File: config.mk
export PLATFORM = sky130hd
export DESIGN_NAME = mult_booth_seq
export DESIGN_NICKNAME = d
export VERILOG_FILES = /design/src/rtl/mult_booth_seq.sv
export SDC_FILE = /design/constraint.sdc
export NUM_CORES = 1
export LEC_CHECK = 0
export CORE_MARGIN = 2
export CORE_UTILIZATION = 55
export CTS_CLUSTER_SIZE = 28
export DETAILED_ROUTE_END_ITERATION = 12
export PLACE_DENSITY = 0.82
export SKIP_LAST_GASP = 1
export SYNTH_ARGS = -nofsm -noshare
export SYNTH_HDL_FRONTEND = slang
export SYNTH_SLANG_ARGS = --single-unit
File: constraint.sdc
create_clock -name clock -period 7.01 [get_ports clock]
set_clock_uncertainty 0.1 [all_clocks]
set_input_delay 0.701 -clock clock [delete_from_list [all_inputs] [get_ports clock]]
set_output_delay 0.701 -clock clock [all_outputs]
set_load 0.01 [all_outputs]
File: src/rtl/mult_booth_seq.sv
// -----------------------------------------------------------------------------
// mult_booth_seq
//   Sequential signed 32x32 radix-2 Booth multiplier for the ALU multdiv path.
//   One Booth iteration per cycle; each add/subtract goes through the 32-bit
//   carry-lookahead adder cla_32, with a 33rd accumulator bit kept outside the
//   adder so that M = 0x80000000 is handled exactly. The 64-bit product is
//   available 33 cycles after the start edge.
//
// Ports
//   clock           in   rising-edge clock
//   reset_n         in   asynchronous active-low reset
//   ctrl_MULT       in   start pulse; operands sampled on the same edge
//   data_operandA   in   multiplicand (two's complement)
//   data_operandB   in   multiplier (two's complement)
//   data_result     out  product[31:0]
//   data_result_hi  out  product[63:32]
//   data_exception  out  product is not the sign extension of product[31:0]
//   data_resultRDY  out  one-cycle pulse while result/exception are fresh
//   busy            out  high while iterating
//
// cla_32
//   32-bit carry-lookahead adder: 4-bit lookahead groups whose group
//   generate/propagate terms chain the group carries.
//   Ports: a, b (addends), cin (carry in), sum, cout (carry out of bit 31).
// -----------------------------------------------------------------------------

module cla_32 (
  input  logic [31:0] a,
  input  logic [31:0] b,
  input  logic        cin,
  output logic [31:0] sum,
  output logic        cout
);

  // Returns {carry_out, sum}. Locals live in the function so the carry chain
  // never reads back a module-level net it also drives.
  function automatic logic [32:0] cla_add(input logic [31:0] x,
                                          input logic [31:0] y,
                                          input logic        ci);
    logic [31:0] g;
    logic [31:0] p;
    logic [32:0] c;
    logic        grp_g;
    logic        grp_p;
    int          base;
    g    = x & y;
    p    = x ^ y;
    c    = '0;
    c[0] = ci;
    for (int j = 0; j < 8; j++) begin
      base = 4 * j;
      c[base+1] = g[base] | (p[base] & c[base]);
      c[base+2] = g[base+1] | (p[base+1] & g[base]) | (p[base+1] & p[base] & c[base]);
      c[base+3] = g[base+2] | (p[base+2] & g[base+1]) | (p[base+2] & p[base+1] & g[base])
                | (p[base+2] & p[base+1] & p[base] & c[base]);
      grp_g = g[base+3] | (p[base+3] & g[base+2]) | (p[base+3] & p[base+2] & g[base+1])
            | (p[base+3] & p[base+2] & p[base+1] & g[base]);
      grp_p = &p[base+:4];
      c[base+4] = grp_g | (grp_p & c[base]);
    end
    return {c[32], p ^ c[31:0]};
  endfunction

  assign {cout, sum} = cla_add(a, b, cin);

endmodule

module mult_booth_seq #(
  parameter int WIDTH = 32,  // fixed to the cla_32 width
  parameter int CNT_W = 6    // must be able to hold WIDTH
) (
  input  logic             clock,
  input  logic             reset_n,
  input  logic             ctrl_MULT,
  input  logic [WIDTH-1:0] data_operandA,
  input  logic [WIDTH-1:0] data_operandB,
  output logic [WIDTH-1:0] data_result,
  output logic [WIDTH-1:0] data_result_hi,
  output logic             data_exception,
  output logic             data_resultRDY,
  output logic             busy
);

  typedef enum logic [1:0] {
    IDLE = 2'd0,
    RUN  = 2'd1,
    DONE = 2'd2
  } state_e;

  state_e             state_q, state_d;
  logic [CNT_W-1:0]   cnt_q, cnt_d;
  logic [WIDTH-1:0]   m_q, m_d;        // multiplicand
  logic [WIDTH:0]     acc_q, acc_d;    // 33-bit upper half of the working register
  logic [WIDTH-1:0]   q_q, q_d;        // multiplier / low product half
  logic               qm1_q, qm1_d;    // Booth look-behind bit
  logic [WIDTH-1:0]   res_lo_q, res_lo_d;
  logic [WIDTH-1:0]   res_hi_q, res_hi_d;
  logic               exc_q, exc_d;

  // Booth datapath for the current iteration
  logic [1:0]         booth_sel;
  logic               is_sub;
  logic [WIDTH-1:0]   cla_b;
  logic [WIDTH-1:0]   cla_sum;
  logic               cla_cout;
  logic [WIDTH:0]     acc_sum;
  logic [WIDTH:0]     acc_sh;
  logic [WIDTH-1:0]   q_sh;
  logic [WIDTH:0]     prod_top;        // product bits [63:31] after this iteration

  assign booth_sel = {q_q[0], qm1_q};
  assign is_sub    = (booth_sel == 2'b10);
  // Subtraction is A + ~M + 1; the inverted operand also supplies the
  // sign-extension bit for the 33rd accumulator bit.
  assign cla_b     = is_sub ? ~m_q : m_q;

  cla_32 u_cla (
    .a    (acc_q[WIDTH-1:0]),
    .b    (cla_b),
    .cin  (is_sub),
    .sum  (cla_sum),
    .cout (cla_cout)
  );

  always_comb begin
    // NOTE: every combinational output gets a default first so no path leaves it unassigned (no latches).
    acc_sum = acc_q;
    if (booth_sel[1] ^ booth_sel[0]) begin
      acc_sum = {acc_q[WIDTH] ^ cla_b[WIDTH-1] ^ cla_cout, cla_sum};
    end
    // Arithmetic right shift of {acc_sum, q, q_m1} by one.
    acc_sh   = {acc_sum[WIDTH], acc_sum[WIDTH:1]};
    q_sh     = {acc_sum[0], q_q[WIDTH-1:1]};
    prod_top = {acc_sh[WIDTH-1:0], q_sh[WIDTH-1]};
  end

  always_comb begin
    state_d  = state_q;
    cnt_d    = cnt_q;
    m_d      = m_q;
    acc_d    = acc_q;
    q_d      = q_q;
    qm1_d    = qm1_q;
    res_lo_d = res_lo_q;
    res_hi_d = res_hi_q;
    exc_d    = exc_q;

    if (ctrl_MULT) begin
      // A start in any state (re)loads the operands; an in-flight
      // operation is abandoned without a result.
      state_d = RUN;
      cnt_d   = '0;
      m_d     = data_operandA;
      acc_d   = '0;
      q_d     = data_operandB;
      qm1_d   = 1'b0;
    end else begin
      unique case (state_q)
        IDLE: state_d = IDLE;
        RUN: begin
          acc_d = acc_sh;
          q_d   = q_sh;
          qm1_d = q_q[0];
          cnt_d = cnt_q + CNT_W'(1);
          if (cnt_q == CNT_W'(WIDTH - 1)) begin
            state_d  = DONE;
            res_lo_d = q_sh;
            res_hi_d = acc_sh[WIDTH-1:0];
            // Fits in 32 bits only if bits 63..31 are all ones or all zeros.
            exc_d    = ~((&prod_top) | ~(|prod_top));
          end
        end
        DONE:    state_d = IDLE;
        default: state_d = IDLE;
      endcase
    end
  end

  // NOTE: the whole datapath is cleared by reset, including result registers, so outputs are 0 after reset.
  always_ff @(posedge clock or negedge reset_n) begin
    if (!reset_n) begin
      state_q  <= IDLE;
      cnt_q    <= '0;
      m_q      <= '0;
      acc_q    <= '0;
      q_q      <= '0;
      qm1_q    <= 1'b0;
      res_lo_q <= '0;
      res_hi_q <= '0;
      exc_q    <= 1'b0;
    end else begin
      // NOTE: state registers use non-blocking assignments so every flop samples pre-edge values.
      state_q  <= state_d;
      cnt_q    <= cnt_d;
      m_q      <= m_d;
      acc_q    <= acc_d;
      q_q      <= q_d;
      qm1_q    <= qm1_d;
      res_lo_q <= res_lo_d;
      res_hi_q <= res_hi_d;
      exc_q    <= exc_d;
    end
  end

  assign data_result    = res_lo_q;
  assign data_result_hi = res_hi_q;
  assign data_exception = exc_q;
  assign data_resultRDY = (state_q == DONE);
  assign busy           = (state_q == RUN);

endmodule

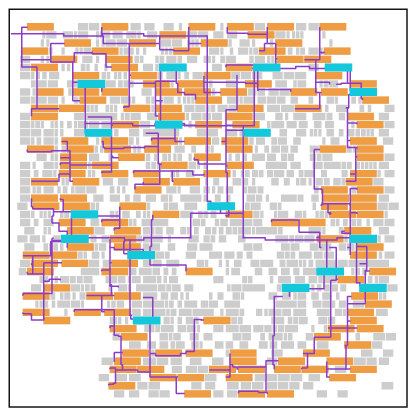
(run_1/clk_routes.png)
(3 px per micron)
legend:
  cyan:
    item: clock drivers
    count: 17
  orange:
    item: flip-flops
    count: 170
  purple:
    item: clock wires
    length: 2040 microns
flops lie: spread over the die
routed clock nets: 18
P_clk: 999 uW
clk latency late pin: 440 ps
clock share of power: 0.294

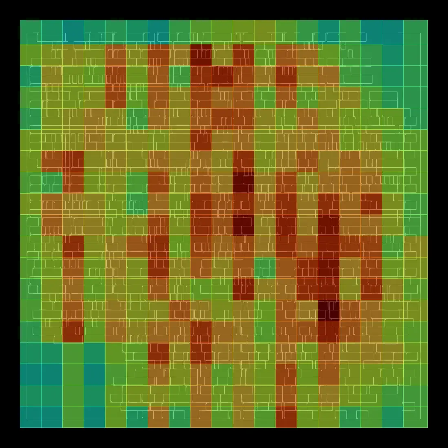
(run_1/congestion.png)
final core utilization: 0.699
met2 Use GR: 0.447

==> out/qor.csv, run 1 <==
metric,value,unit
synth_area,9020,sq um
warnings,28,
synth-edff-count,0,
htreeDepth,4,
ys_types,66,
synth_stat.cells,916,
cts_inserted_buffers,17,
finalSetupTns,0,ps
coreArea,15900,sq um
status,"complete, no violations",
power_frac_comb,0.353,
timing.rr.end,data_exception,
yosys_warnings,0,
final_nets,1136,
n_antenna_cell,0,
cp-startpoint,qm1_q,
grt_pass1_vias,7081,
post_drt_wl_per_cell,18.0,microns
finalWeightedCongestion,0.938,
cp_num_cells,21,
initial_core_util,0.566,
endpoint,data_exception,
critPathTopFamily,simple AND/OR/NAND/NOR gates,
max_freq,0.157,GHz
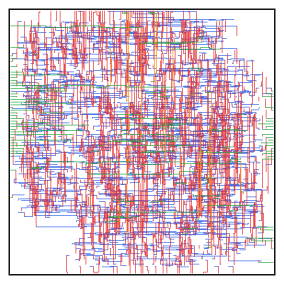
(run_1/wires.png)
(2 px per micron)
legend:
  orange:
    layer: metal 4
    wire_length: 624 microns
  red:
    layer: metal 2
    wire_length: 11100 microns
  green:
    layer: metal 3
    wire_length: 1460 microns
  blue:
    layer: metal 1
    wire_length: 9520 microns
gr usage total: 0.272
drt total wl: 22700 microns
via count: 7202

run 1: cell type report:
cell class                      instances  area, sq um  share of cell area
Clock buffer                           19          443              0.0397
Clock inverter                         13          179              0.0160
Inverter                               10         37.5             0.00337
Multi-Input combinational cell        686         4560               0.409
Sequential cell                       170         4250               0.381
Tap cell                              216          270              0.0242
Timing Repair Buffer                  143         1410               0.126
run 1: how the worst min path moves through the flow:
stage / startpoint / slack (ps) / to / depth (start not counted)
after global placement: data_result[28] / 360 / data_result[28] / 2
after CTS: reset_n / 310 / m_q[12] / 1
after global routing: reset_n / 360 / acc_q[7] / 1
final: reset_n / 280 / m_q[10] / 1
after floorplan: reset_n / 310 / acc_q[0] / 0
after detailed placement: data_result[0] / 370 / data_result[0] / 2
run 1: flip-flops by register name, indices dropped and copies added (netlist names):
name and count:
cnt_q 6, q_q 32, state_q 2, data_exception 1, data_result_hi 32, qm1_q 1, acc_q 32, m_q 32
data_result 32
run 1: worst reg2reg max path, delay by kind of cell, from the launching register on:
family / cells / cell delay (ps)
AND/OR/NAND/NOR: 7 / 2180
AND-OR/OR-AND: 8 / 1960
adder cells (fa/ha/maj): 3 / 1180
buffers and inverters: 1 / 90
flip-flops: 1 / 380
XOR/XNOR: 2 / 370
run 1: per-layer routing:
metal / track usage / routed length, microns / vias up
met2: 0.447 / 11100 / 230
met1: 0.351 / 9520 / 3500
met4: 0.101 / 623 / 0
met3: 0.0681 / 1460 / 41
met5: 0 / 0 / -
li1: - / - / 3431
run 1: metrics by stage:
stage	utilization	std cells	total power (uW)	cell area (sq um)	setup slack [ps]
floorplan	-	916	2020	9020	1090
global placement	0.660	1225	2360	10500	677
detailed placement	0.660	1225	2380	10500	468
CTS	0.699	1257	3390	11100	373
global route	0.699	1257	3590	11200	191
finish	0.699	1257	3390	11200	625
==> run_1/layer_met3.png <==
(2 px per micron) Cells faint in the background.
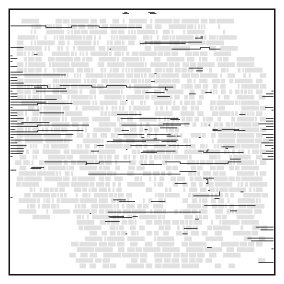

## Run 2: what changed since run 1
- CORE_UTILIZATION: 55 -> 30
- PLACE_DENSITY: 0.82 -> 0.5
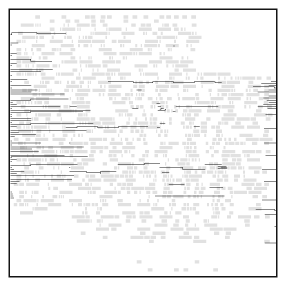
(run_2/layer_met3.png)
(1.5 px per micron) Cells faint in the background.
main direction: horizontal
longest straight run: 53.1 microns
wire length on this layer: 1490 microns
nets with wire on the layer: 101
drt total wl: 25100 microns
via count: 6936
met3 GRT Util: 0.0506

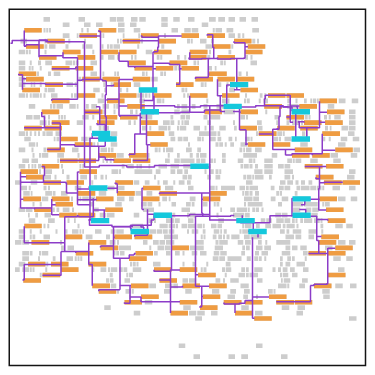
(run_2/clk_routes.png)
(2 px per micron)
legend:
  orange:
    item: flip-flops
    count: 170
  purple:
    item: clock wires
    length: 2440 microns
  cyan:
    item: clock drivers
    count: 17
routed clock nets: 18
flops lie: spread over the die
P_clk: 969 uW
clock share of power: 0.285
clk latency late pin: 450 ps

==> out/qor.csv, run 2 <==
metric,value,unit,change
status,"complete, no violations",,
final_util,0.384,,-0.316
stdcell_count,1432,,+14%
use_met1,0.220,,-0.131
warnings,26,,-7.1%
coreArea,29600,sq um,+86%
synthToLayoutAreaGrowth,26.1,%,
max_freq,0.157,GHz,+0.39%
synth-edff-count,0,,unchanged
postLayoutSetupSlackWorst,650,ps,+24.8 ps
dp_slack,457,ps,-10.6 ps
area_leaders,"dfrtp_1, nand2_1, mux2i_1",,
final_nets,1136,,unchanged
via_per_inst,4.84,,
initial_core_util,0.304,,-0.261
placed_area,10700,sq um,+2.1%
num_rows,63,,
wl_met1,11600,microns,+22%
r2r_start,qm1_q,,
grt_pass1_vias,7031,,-0.71%
finalSetupTns,0,ps,unchanged
power_frac_comb,0.364,,+0.011
cts_inserted_buffers,17,,unchanged
grt.met2_usage,0.270,,-0.177
finalWeightedCongestion,0.859,,-8.4%
htreeDepth,4,,unchanged
fin_area,11400,sq um,+2.0%
highest_layer,met4,,
tritoncts,built,,
grt_max_degree,96,,
timing.rr.end,data_exception,,
dr_wl_met2,11800,microns,+6.6%
route.met3.wl,1490,microns,+2.1%
fp_nets,1024,,
die_area,31500,sq um,
clock-sinks,170,,
ys_types,66,,unchanged
finalPower,3400,uW,+0.34%
yosys_warnings,0,,unchanged
busiest_layer,met2,,
synth_stat.cells,916,,unchanged
grt_pass1_wl,40200,microns,
crit_slowest_cell,or4_1,,
ys.flops,170,,
numPlacedInstances,1399,,+14%
first_pass_iters,5,,
synth_area,9020,sq um,unchanged
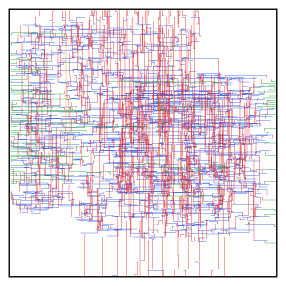
(run_2/wires.png)
(1.5 px per micron)
legend:
  green:
    layer: metal 3
    wire_length: 1490 microns
  blue:
    layer: metal 1
    wire_length: 11600 microns
  orange:
    layer: metal 4
    wire_length: 204 microns
  red:
    layer: metal 2
    wire_length: 11800 microns
gr usage total: 0.167
routed len/inst: 17.5 microns

-- run 2: cell types whose count changed in the layout (fill, tap and decap cells not counted), sizes merged --
cell      before  now
diode          0    1
inv           15   13
clkbuf        19   17
clkinvlp       3    1
bufinv         3    0
clkinv         2   11
-- run 2: area by class of cell --
| type | instances | area (sq um) | area share |
|---|---|---|---|
| Multi-Input combinational cell | 686 | 4560 | 0.401 |
| Sequential cell | 170 | 4250 | 0.374 |
| Clock buffer | 17 | 425 | 0.0374 |
| Clock inverter | 15 | 195 | 0.0172 |
| Antenna cell | 1 | 2.50 | 0.000220 |
| Inverter | 10 | 37.5 | 0.00330 |
| Tap cell | 390 | 488 | 0.0429 |
| Timing Repair Buffer | 143 | 1410 | 0.124 |
-- run 2: worst max path at each step --
| stage | cells after the start | from | to | slack [ps] |
|---|---|---|---|---|
| final | 21 | qm1_q | data_exception | 650 |
| after global routing | 21 | qm1_q | data_exception | 220 |
| after CTS | 21 | qm1_q | data_exception | 400 |
| after detailed placement | 21 | qm1_q | data_exception | 460 |
| after global placement | 21 | qm1_q | data_exception | 570 |
| after floorplan | 23 | qm1_q | data_exception | 1090 |
-- run 2: cells by family (layout without fill, tap and decap cells) --
kind of cell	count (synthesis)	after routing	share of synthesized area
multiplexers	82	82	0.0956
AND-OR/OR-AND	191	191	0.135
other	0	1	0
flip-flops	170	170	0.472
adder cells (fa/ha/maj)	41	41	0.0627
buffers and inverters	60	185	0.0254
AND/OR/NAND/NOR	320	320	0.160
XOR/XNOR	52	52	0.0505
-- run 2: worst max-delay path, delay by kind of cell, from the launching register on --
family	cells	cell delay, ps
compound gates	7	1770
xor+xnor	2	430
fa+ha+maj	3	1170
buf+inv	1	90
flops	1	380
simple gates	8	2250
Power is estimated from default activity; no workload was simulated.
